m1.png
Bar = 20 µm.
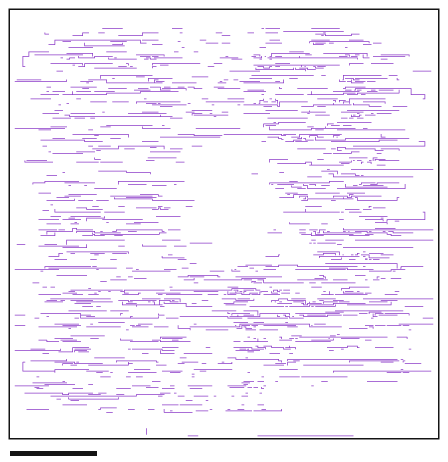
m2.png
Bar = 20 µm. Cells faint in the background.
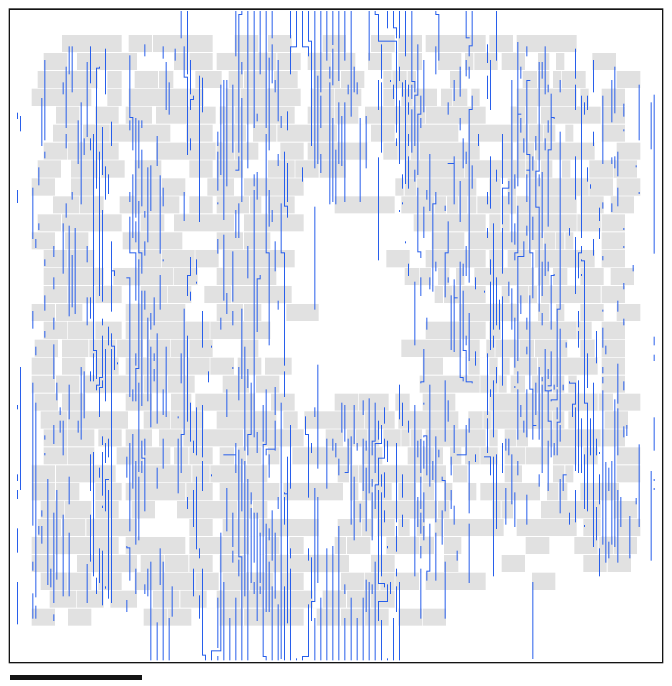
$ cat src/rtl/comet_mem_arbiter_if.sv
// Bus bundle between the two requesters, the arbiter and the single-port RAM.
// slave = arbiter view; master = environment view (requesters plus RAM).
interface comet_mem_arbiter_if;
  logic        cpu_req, cpu_we, cpu_ack, cpu_err;
  logic [15:0] cpu_addr, cpu_wdata, cpu_rdata;
  logic        dbg_req, dbg_we, dbg_ack, dbg_err;
  logic [15:0] dbg_addr, dbg_wdata, dbg_rdata;
  logic        mem_we, mem_re;
  logic [15:0] mem_waddr, mem_wdata, mem_raddr, mem_rdata;

  modport slave (
    input  cpu_req, cpu_we, cpu_addr, cpu_wdata,
    output cpu_ack, cpu_err, cpu_rdata,
    input  dbg_req, dbg_we, dbg_addr, dbg_wdata,
    output dbg_ack, dbg_err, dbg_rdata,
    output mem_we, mem_waddr, mem_wdata, mem_re, mem_raddr,
    input  mem_rdata
  );

  modport master (
    output cpu_req, cpu_we, cpu_addr, cpu_wdata,
    input  cpu_ack, cpu_err, cpu_rdata,
    output dbg_req, dbg_we, dbg_addr, dbg_wdata,
    input  dbg_ack, dbg_err, dbg_rdata,
    input  mem_we, mem_waddr, mem_wdata, mem_re, mem_raddr,
    output mem_rdata
  );
endinterface

$ cat src/rtl/comet_mem_arbiter.sv
// COMET II RAM arbiter: CPU vs debug port, IDLE->ACCESS->RESP, one op per 3 cycles.
// COMET_MEM_ARB_RR_EN selects two-way round-robin instead of CPU priority + starvation guard.
module comet_mem_arbiter #(
  parameter logic [15:0] ADDR_LIMIT   = 16'h00FF,
  parameter int          STARVE_LIMIT = 4,
  parameter int          CNT_W        = 3
) (
  input logic                mclk,
  input logic                rst_n,
  comet_mem_arbiter_if.slave bus
);
  typedef enum logic [1:0] {IDLE, ACCESS, RESP} state_t;

  state_t      state, state_nxt;
  logic        own_dbg, cmd_we, cmd_err;
  logic        any_req, grant, grant_dbg, sel_we, sel_err;
  logic [15:0] sel_addr, sel_wdata, rd_val;

  assign any_req = bus.cpu_req | bus.dbg_req;
  assign grant   = (state == IDLE) && any_req;

`ifdef COMET_MEM_ARB_RR_EN
  logic last_dbg;

  // Both requesting: serve whichever port was not served last.
  assign grant_dbg = bus.dbg_req && (!bus.cpu_req || !last_dbg);

  always_ff @(posedge mclk or negedge rst_n) begin
    if (!rst_n)     last_dbg <= 1'b1;
    else if (grant) last_dbg <= grant_dbg;
  end
`else
  localparam logic [CNT_W-1:0] STARVE_TH = CNT_W'(STARVE_LIMIT);
  logic [CNT_W-1:0] starve;

  assign grant_dbg = bus.dbg_req && (!bus.cpu_req || starve >= STARVE_TH);

  always_ff @(posedge mclk or negedge rst_n) begin
    if (!rst_n) starve <= '0;
    else if (state == IDLE) begin
      if (!bus.dbg_req || grant_dbg) starve <= '0;
      else if (starve != '1)         starve <= starve + CNT_W'(1);
    end
  end
`endif

  assign sel_we    = grant_dbg ? bus.dbg_we    : bus.cpu_we;
  assign sel_addr  = grant_dbg ? bus.dbg_addr  : bus.cpu_addr;
  assign sel_wdata = grant_dbg ? bus.dbg_wdata : bus.cpu_wdata;
  assign sel_err   = sel_addr > ADDR_LIMIT;
  assign rd_val    = cmd_err ? 16'h0000 : bus.mem_rdata;

  always_comb begin
    state_nxt   = state;
    bus.mem_we  = 1'b0;
    bus.mem_re  = 1'b0;
    bus.cpu_ack = 1'b0;
    bus.cpu_err = 1'b0;
    bus.dbg_ack = 1'b0;
    bus.dbg_err = 1'b0;
    case (state)
      IDLE:   if (any_req) state_nxt = ACCESS;
      ACCESS: begin
        state_nxt  = RESP;
        bus.mem_we = cmd_we && !cmd_err;
        bus.mem_re = !cmd_we && !cmd_err;
      end
      RESP: begin
        state_nxt   = IDLE;
        bus.cpu_ack = !own_dbg;
        bus.cpu_err = !own_dbg && cmd_err;
        bus.dbg_ack = own_dbg;
        bus.dbg_err = own_dbg && cmd_err;
      end
      default: state_nxt = IDLE;
    endcase
  end

  // mem address/data registers double as the latched command and hold between ops.
  always_ff @(posedge mclk or negedge rst_n) begin
    if (!rst_n) begin
      state         <= IDLE;
      own_dbg       <= 1'b0;
      cmd_we        <= 1'b0;
      cmd_err       <= 1'b0;
      bus.mem_waddr <= '0;
      bus.mem_wdata <= '0;
      bus.mem_raddr <= '0;
      bus.cpu_rdata <= '0;
      bus.dbg_rdata <= '0;
    end else begin
      state <= state_nxt;
      if (grant) begin
        own_dbg <= grant_dbg;
        cmd_we  <= sel_we;
        cmd_err <= sel_err;
        if (!sel_err && sel_we) begin
          bus.mem_waddr <= sel_addr;
          bus.mem_wdata <= sel_wdata;
        end
        if (!sel_err && !sel_we) bus.mem_raddr <= sel_addr;
      end
      if (state == ACCESS && !cmd_we) begin
        if (own_dbg) bus.dbg_rdata <= rd_val;
        else         bus.cpu_rdata <= rd_val;
      end
    end
  end
endmodule

$ cat src/flat_wrapper.sv
// flat-port wrapper written by rule: the top's interface ports become plain ports
module comet_mem_arbiter_flat 
#(
  parameter logic [15:0] ADDR_LIMIT   = 16'h00FF,
  parameter int          STARVE_LIMIT = 4,
  parameter int          CNT_W        = 3
)
  (mclk, rst_n, bus_cpu_req, bus_cpu_we, bus_cpu_addr, bus_cpu_wdata, bus_cpu_ack, bus_cpu_err, bus_cpu_rdata, bus_dbg_req, bus_dbg_we, bus_dbg_addr, bus_dbg_wdata, bus_dbg_ack, bus_dbg_err, bus_dbg_rdata, bus_mem_we, bus_mem_waddr, bus_mem_wdata, bus_mem_re, bus_mem_raddr, bus_mem_rdata);
  comet_mem_arbiter_if bus_i ();
  input logic mclk;
  input logic rst_n;
  input wire logic [$bits(bus_i.cpu_req)-1:0] bus_cpu_req;
  input wire logic [$bits(bus_i.cpu_we)-1:0] bus_cpu_we;
  input wire logic [$bits(bus_i.cpu_addr)-1:0] bus_cpu_addr;
  input wire logic [$bits(bus_i.cpu_wdata)-1:0] bus_cpu_wdata;
  output wire logic [$bits(bus_i.cpu_ack)-1:0] bus_cpu_ack;
  output wire logic [$bits(bus_i.cpu_err)-1:0] bus_cpu_err;
  output wire logic [$bits(bus_i.cpu_rdata)-1:0] bus_cpu_rdata;
  input wire logic [$bits(bus_i.dbg_req)-1:0] bus_dbg_req;
  input wire logic [$bits(bus_i.dbg_we)-1:0] bus_dbg_we;
  input wire logic [$bits(bus_i.dbg_addr)-1:0] bus_dbg_addr;
  input wire logic [$bits(bus_i.dbg_wdata)-1:0] bus_dbg_wdata;
  output wire logic [$bits(bus_i.dbg_ack)-1:0] bus_dbg_ack;
  output wire logic [$bits(bus_i.dbg_err)-1:0] bus_dbg_err;
  output wire logic [$bits(bus_i.dbg_rdata)-1:0] bus_dbg_rdata;
  output wire logic [$bits(bus_i.mem_we)-1:0] bus_mem_we;
  output wire logic [$bits(bus_i.mem_waddr)-1:0] bus_mem_waddr;
  output wire logic [$bits(bus_i.mem_wdata)-1:0] bus_mem_wdata;
  output wire logic [$bits(bus_i.mem_re)-1:0] bus_mem_re;
  output wire logic [$bits(bus_i.mem_raddr)-1:0] bus_mem_raddr;
  input wire logic [$bits(bus_i.mem_rdata)-1:0] bus_mem_rdata;
  assign bus_i.cpu_req = bus_cpu_req;
  assign bus_i.cpu_we = bus_cpu_we;
  assign bus_i.cpu_addr = bus_cpu_addr;
  assign bus_i.cpu_wdata = bus_cpu_wdata;
  assign bus_cpu_ack = bus_i.cpu_ack;
  assign bus_cpu_err = bus_i.cpu_err;
  assign bus_cpu_rdata = bus_i.cpu_rdata;
  assign bus_i.dbg_req = bus_dbg_req;
  assign bus_i.dbg_we = bus_dbg_we;
  assign bus_i.dbg_addr = bus_dbg_addr;
  assign bus_i.dbg_wdata = bus_dbg_wdata;
  assign bus_dbg_ack = bus_i.dbg_ack;
  assign bus_dbg_err = bus_i.dbg_err;
  assign bus_dbg_rdata = bus_i.dbg_rdata;
  assign bus_mem_we = bus_i.mem_we;
  assign bus_mem_waddr = bus_i.mem_waddr;
  assign bus_mem_wdata = bus_i.mem_wdata;
  assign bus_mem_re = bus_i.mem_re;
  assign bus_mem_raddr = bus_i.mem_raddr;
  assign bus_i.mem_rdata = bus_mem_rdata;
  comet_mem_arbiter #(.ADDR_LIMIT(ADDR_LIMIT), .STARVE_LIMIT(STARVE_LIMIT), .CNT_W(CNT_W)) u_core (.mclk(mclk), .rst_n(rst_n), .bus(bus_i));
endmodule
$ cat config.mk
export PLATFORM = sky130hd
export DESIGN_NAME = comet_mem_arbiter_flat
export DESIGN_NICKNAME = d
export VERILOG_FILES = /design/src/rtl/comet_mem_arbiter_if.sv /design/src/rtl/comet_mem_arbiter.sv /design/src/flat_wrapper.sv
export SDC_FILE = /design/constraint.sdc
export NUM_CORES = 1
export LEC_CHECK = 0
export CAP_MARGIN = 20
export CORE_MARGIN = 3
export CORE_UTILIZATION = 43
export CTS_BUF_LIST = sky130_fd_sc_hd__clkbuf_2 sky130_fd_sc_hd__clkbuf_4 sky130_fd_sc_hd__clkbuf_8
export DETAILED_ROUTE_END_ITERATION = 6
export GPL_TIMING_DRIVEN = 0
export PLACE_DENSITY = 0.81
export SETUP_SLACK_MARGIN = 0.2
export SLEW_MARGIN = 20
export SYNTH_ARGS = -nofsm -noshare
export SYNTH_HDL_FRONTEND = slang
export SYNTH_SLANG_ARGS = --single-unit
$ cat constraint.sdc
create_clock -name mclk -period 2.8 [get_ports mclk]
set_input_delay 0.56 -clock mclk [delete_from_list [all_inputs] [get_ports mclk]]
set_output_delay 0.56 -clock mclk [all_outputs]
set_load 0.005 [all_outputs]
==> results.toml <==
# yosys + openroad results
[routing]
via_per_inst = 4.972
drtAntennaViolNets = 0
num_vias = 2978
drc = 0
totalWireLength_um = 9875

[worst_hold_path]
holdCritPathClass = "input port to asynchronous set/reset pin"

[cts]
clkSinkCount = 88
cts_setup_buffers = 3
postCtsHoldBufs = 0
path_clk_slew_ps = 90
cts.repair.resized = 1
clk-insertion-delay-late_ps = 360
tritoncts = "done"
clock_path_buffers = 2
h-tree-depth = 3

[yosys]
ys_types = 30
async_reset_ff_share_pct = 100.0
synth_flops = 88
avgSynthCellArea_um2 = 12.22
synthMostInstantiatedCell = "dfrtp_1"
yosys_cells = 304
synth_nets = 392
synth.cell_area_mm2 = 0.003714
top_area_cell = "dfrtp_1"
synthTopCellsByArea = "dfrtp_1 (59%), mux2_2 (16%), o21ai_0 (4.7%)"
yosys-stat-area_mm2 = 0.003714
ys_warn_count = 0
top_area_share_pct = 59.30

[placement]
place_congestion = 0.7714
dpl.hpwl_um = 7594
place_area_mm2 = 0.005564

[global_route]
grt_start_max_net_pins = 49
track_usage_pct = 20.63
grt_pass1_wl_um = 15930
grt_pass1_vias = 3095
grt_overflow = 0

[sta]
setup_viol = 0
tns_ps = 0
finalMaxSlewViolations = 0
final_hold_viol_count = 0
rsz0062_at_grt = "no"
worst_slew_pin_slew_ps = 743.1
maxSlewHeadroom_pct = 50.13
clock_skew_ps = 11.56

[worst_setup_path]
rr_startpoint = "u_core.starve[2]"
ff2ff_setup_slack_ps = 560
cp-start-kind = "input port"
r2r-end = "u_core.bus.mem_wdata[11]"
cp_slowest_cell = "clkdlybuf4s50_1"
crit_family = "buffers and inverters"
cp_num_cells = 7

[cells_and_area]
combGateArea_mm2 = 0.001429
regArea_mm2 = 0.002202
final_cell_area_mm2 = 0.005823
final_common_cell = "clkdlybuf4s50_1"
syn2layout_area_growth_pct = 56.81
most-common-layout-cells = "clkdlybuf4s50_1 (169), dfrtp_1 (88), mux2_2 (54), nand2_1 (38), o21ai_0 (35)"

[pwr]
peakVddDrop_v = 0.0003399
comb_power_share_pct = 30.8
p_leak_uw = 0.002631
total_power_uw = 3796
intPower_uw = 2699
pg_seq_uw = 1660
p_seq_share_pct = 43.8

[outcome]
status = "completed"

[die]
initCoreUtil_pct = 44.75
core-area_mm2 = 0.008299
dieArea_mm2 = 0.009787

[run]
drv_cap = 0
-- m1.png (at the start) --
nets with wire on the layer: 491
wire length on this layer: 4,010 µm
main direction: horizontal

-- m2.png (at the start) --
main direction: vertical
wire length on this layer: 4,680 µm

layout make-up:
class	instances	share of cell area (%)
plain buffers	16	1.375
clock buffers	9	2.127
clock inverters	6	1.590
inverters	4	0.2578
multi-input cells	196	24.54
flip-flops and latches	88	37.82
well taps	105	2.256
repair buffers	175	30.04
per-layer routing:
metal	part of all wire (%)	up-vias	track usage [%]
met3	11	13	8.634
met2	47	132	33.37
met5	0	-	0
li1	-	1419	-
met4	1.4	0	6.618
met1	41	1414	25.12
kinds of logic after synthesis:
family	Yosys count	share of synthesized area, %
AND-OR/OR-AND	44	7.278
adder cells (fa/ha/maj)	2	0.6737
buffers and inverters	20	2.527
flip-flops	88	59.30
multiplexers	56	16.98
AND/OR/NAND/NOR	94	13.24
